==> config.mk <==
export PLATFORM = sky130hd
export DESIGN_NAME = div32_seq
export DESIGN_NICKNAME = d
export VERILOG_FILES = /design/src/rtl/cpu_arith_pkg.sv /design/src/rtl/div_step.sv /design/src/rtl/div32_seq.sv
export SDC_FILE = /design/constraint.sdc
export NUM_CORES = 1
export LEC_CHECK = 0
export CAP_MARGIN = 20
export CORE_ASPECT_RATIO = 0.9
export CORE_MARGIN = 2
export CORE_UTILIZATION = 51
export CTS_BUF_LIST = sky130_fd_sc_hd__clkbuf_16
export DETAILED_ROUTE_END_ITERATION = 10
export PLACE_DENSITY_LB_ADDON = 0.15
export SYNTH_ARGS = -nofsm -noshare
export SYNTH_HDL_FRONTEND = slang
export SYNTH_SLANG_ARGS = --single-unit
==> constraint.sdc <==
create_clock -name clk -period 3.15 [get_ports clk]
set_clock_uncertainty 0.1 [all_clocks]
set_input_delay 0.315 -clock clk [delete_from_list [all_inputs] [get_ports clk]]
set_output_delay 0.315 -clock clk [all_outputs]
set_load 0.1 [all_outputs]
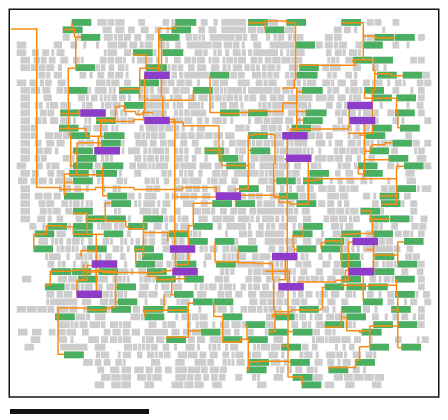
(routed clock nets over the placement)
Scale bar: 50 um.
cells driving clock nets: drawn in purple, count 17. clock wires: drawn in orange, length 2170 um. flip-flops: drawn in green, count 173.
There are 18 routed clock nets.
Clk. pwr: 2.18 mW
Worst-Skew Late Latency: 0.44 ns
clock share of power: 0.168

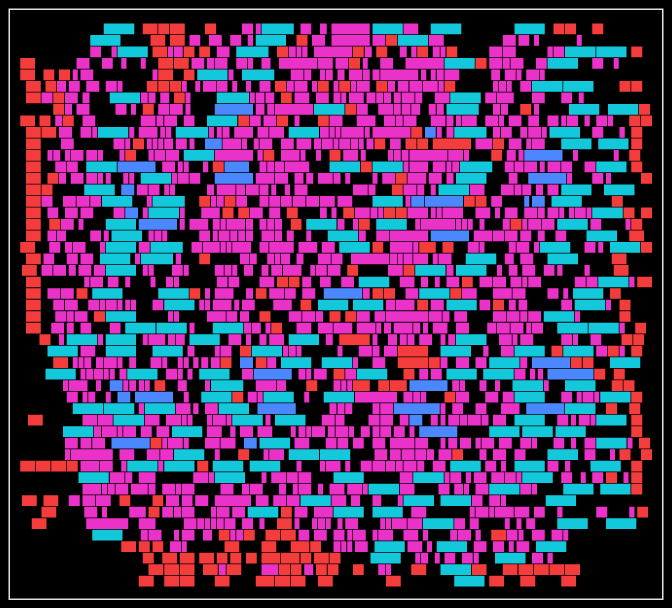
(placed cells, one color a class)
flip-flops: drawn in cyan, cells 173. all other logic: drawn in magenta, cells 1015. clock drivers and dummy loads: drawn in blue, cells 32. other buffers and delay cells: drawn in red, cells 263.
fin area: 13600 um^2
CORE AREA: 19930 um^2

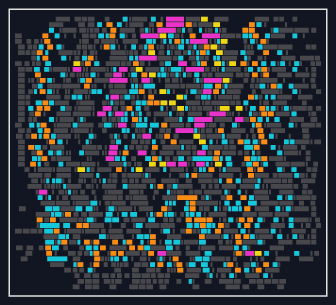
(gate families picked out)
multiplexers: drawn in yellow, cells 28, most used mux2i_1. XOR/XNOR gates: drawn in orange, cells 146, most used xor2_1, where spread over the die. adder and majority cells: drawn in magenta, cells 38, most used ha_1. inverting AOI/OAI gates: drawn in cyan, cells 344, most used a211oi_1, where spread over the die.
fin cells: 1738
most frequent logic cell in the layout: buf_4
Comb area share: 0.4955

==> metrics.cfg <==
[status]
status=complete, no violations

[clock_network]
cts_buffers=17
cts_tree=built
post_cts_resized=6
cts.path.max_buffers=2
post-cts-setup-buffers=1
clk_pin_slew_ns=0.07
cts_root_buf=clkbuf_16
htree_levels=4
cts.sinks=173

[setup_path]
required_ns=3.36
r2r_cells=14
reg2reg_slack_ns=0.05
cp_num_buf_inv=4
cp_max_fo=13
cp_cell_sequence=inv_1 -> ha_4 -> nand2_2 -> a211oi_2 -> buf_4 -> o2111ai_2 -> nand4_1 -> a41o_1 -> a41oi_4 -> buf_6 -> xnor2_4 -> buf_12 -> mux2i_1 -> o21ai_1
worst_setup_path_end_kind=flop
path_delay_family=AND-OR/OR-AND gates
cp_slowest_cell=xnor2_4
cpPeakStageDelay_ns=0.35
cp.depth=14
worst-setup-path-type=flop to flop
worstPathArrival_ns=3.32

[yosys]
avgSynthCellArea_um2=8.155
mux_area_frac=0.02723
ys_top_logic_family=AND-OR/OR-AND gates
ys_types=62
yosysCellCount=1268
synth_area_um2=10340
syn_nets=1373
ys_top_cells_by_count=dfxtp_1, nor2_1, nand2_1
simple_gate_area_frac=0.1676
ys.flops=173
xor_area_frac=0.1237
most_common_cell=dfxtp_1
syn_inst=1268
yosysWarnings=0
yosysChipArea_um2=10340
flop_cell=dfxtp_1
area_leaders=dfxtp_1, xor2_1, a211oi_1
top_area_cell=dfxtp_1
ys_seq_frac=0.3349
top_area_frac=0.3349
ys_sh_adder=0.04671

[finish]
num-clock-buffers=17
seq_area_frac=0.2558
synthToLayoutAreaGrowth_pct=31.53
fin_util=0.6826
clock_area_frac=0.04434
n_all_buffers=263
most-common-layout-cells=buf_4, dfxtp_1, nor2_1, nand2_1, xor2_1
fin_nets=1575
nonClockInverterCount=54
logic_gate_count=961
n_antenna_cell=0
largest_reg_flops=64
drive_gt1_frac=0.1969
area_dominant_class=multi-input combinational cells
num-fill-cells=1663
regArea_um2=3478
logic_area_um2=6739
nonClkBufAreaFrac=0.1661

[detailed_routing]
dr.pass1.iters=9
vias_per_cell=5.823
route.detailed.drc=0
vias=10120
wl_per_cell_um=16.87
m1WireLength_um=14290
top_layer=met4
drt_iter0_drc=895
wl_met2_um=12110
routed_wl_um=29320
wl_met3_um=2560
ant_nets=0

[final_timing]
setup-tns-final_ns=0
hold_viol=0
rsz0062_at_grt=yes
fin_crit_ns=3.102
setup_viol=0
finalCritPeriodShare=0.9848
max_slew_margin=0.3458
maxSlewViolCount=0
worst_slack_ns=0.04785
tightest_slew_ns=0.9782

[grt]
grt_pass1_wl_um=45330
gr-max-usage-layer=met1
grtUsageMet1=0.3955
grt_pass1_vias=8824
grt_max_degree=115
gr-total-overflow=0
globalRouteTotalUtil=0.2582

[run]
warnings=29
drv_cap=0

[power]
swShare=0.4140
largestPowerGroup=combinational cells
power.total_mw=12.99
p_int_mw=7.615
p_comb_frac=0.620
p_switching_mw=5.379
peakVddDrop_mv=0.6013
p_leak_nw=5.377
powerSeq_mw=2.76
comb-power_mw=8.06
powerDensity_nw_per_um2=955.4
seqPwrFrac=0.212

[placed_design]
place_area_um2=12480
io_buffers=132
gp_congestion=0.9305
post-dp-hpwl_um=20990
pre_cts_ws_ns=-0.4104
dpl.cell_count=1690

[floorplanning]
io_pins=133
taps=255
fp.dieW_um=154.1
die-height_um=139.1
fp_util=0.5189
die_area_um2=21430

[hold_path]
min_path_cells=2
hold_path.class=primary input to flop

Power and IR drop assume default switching activity.
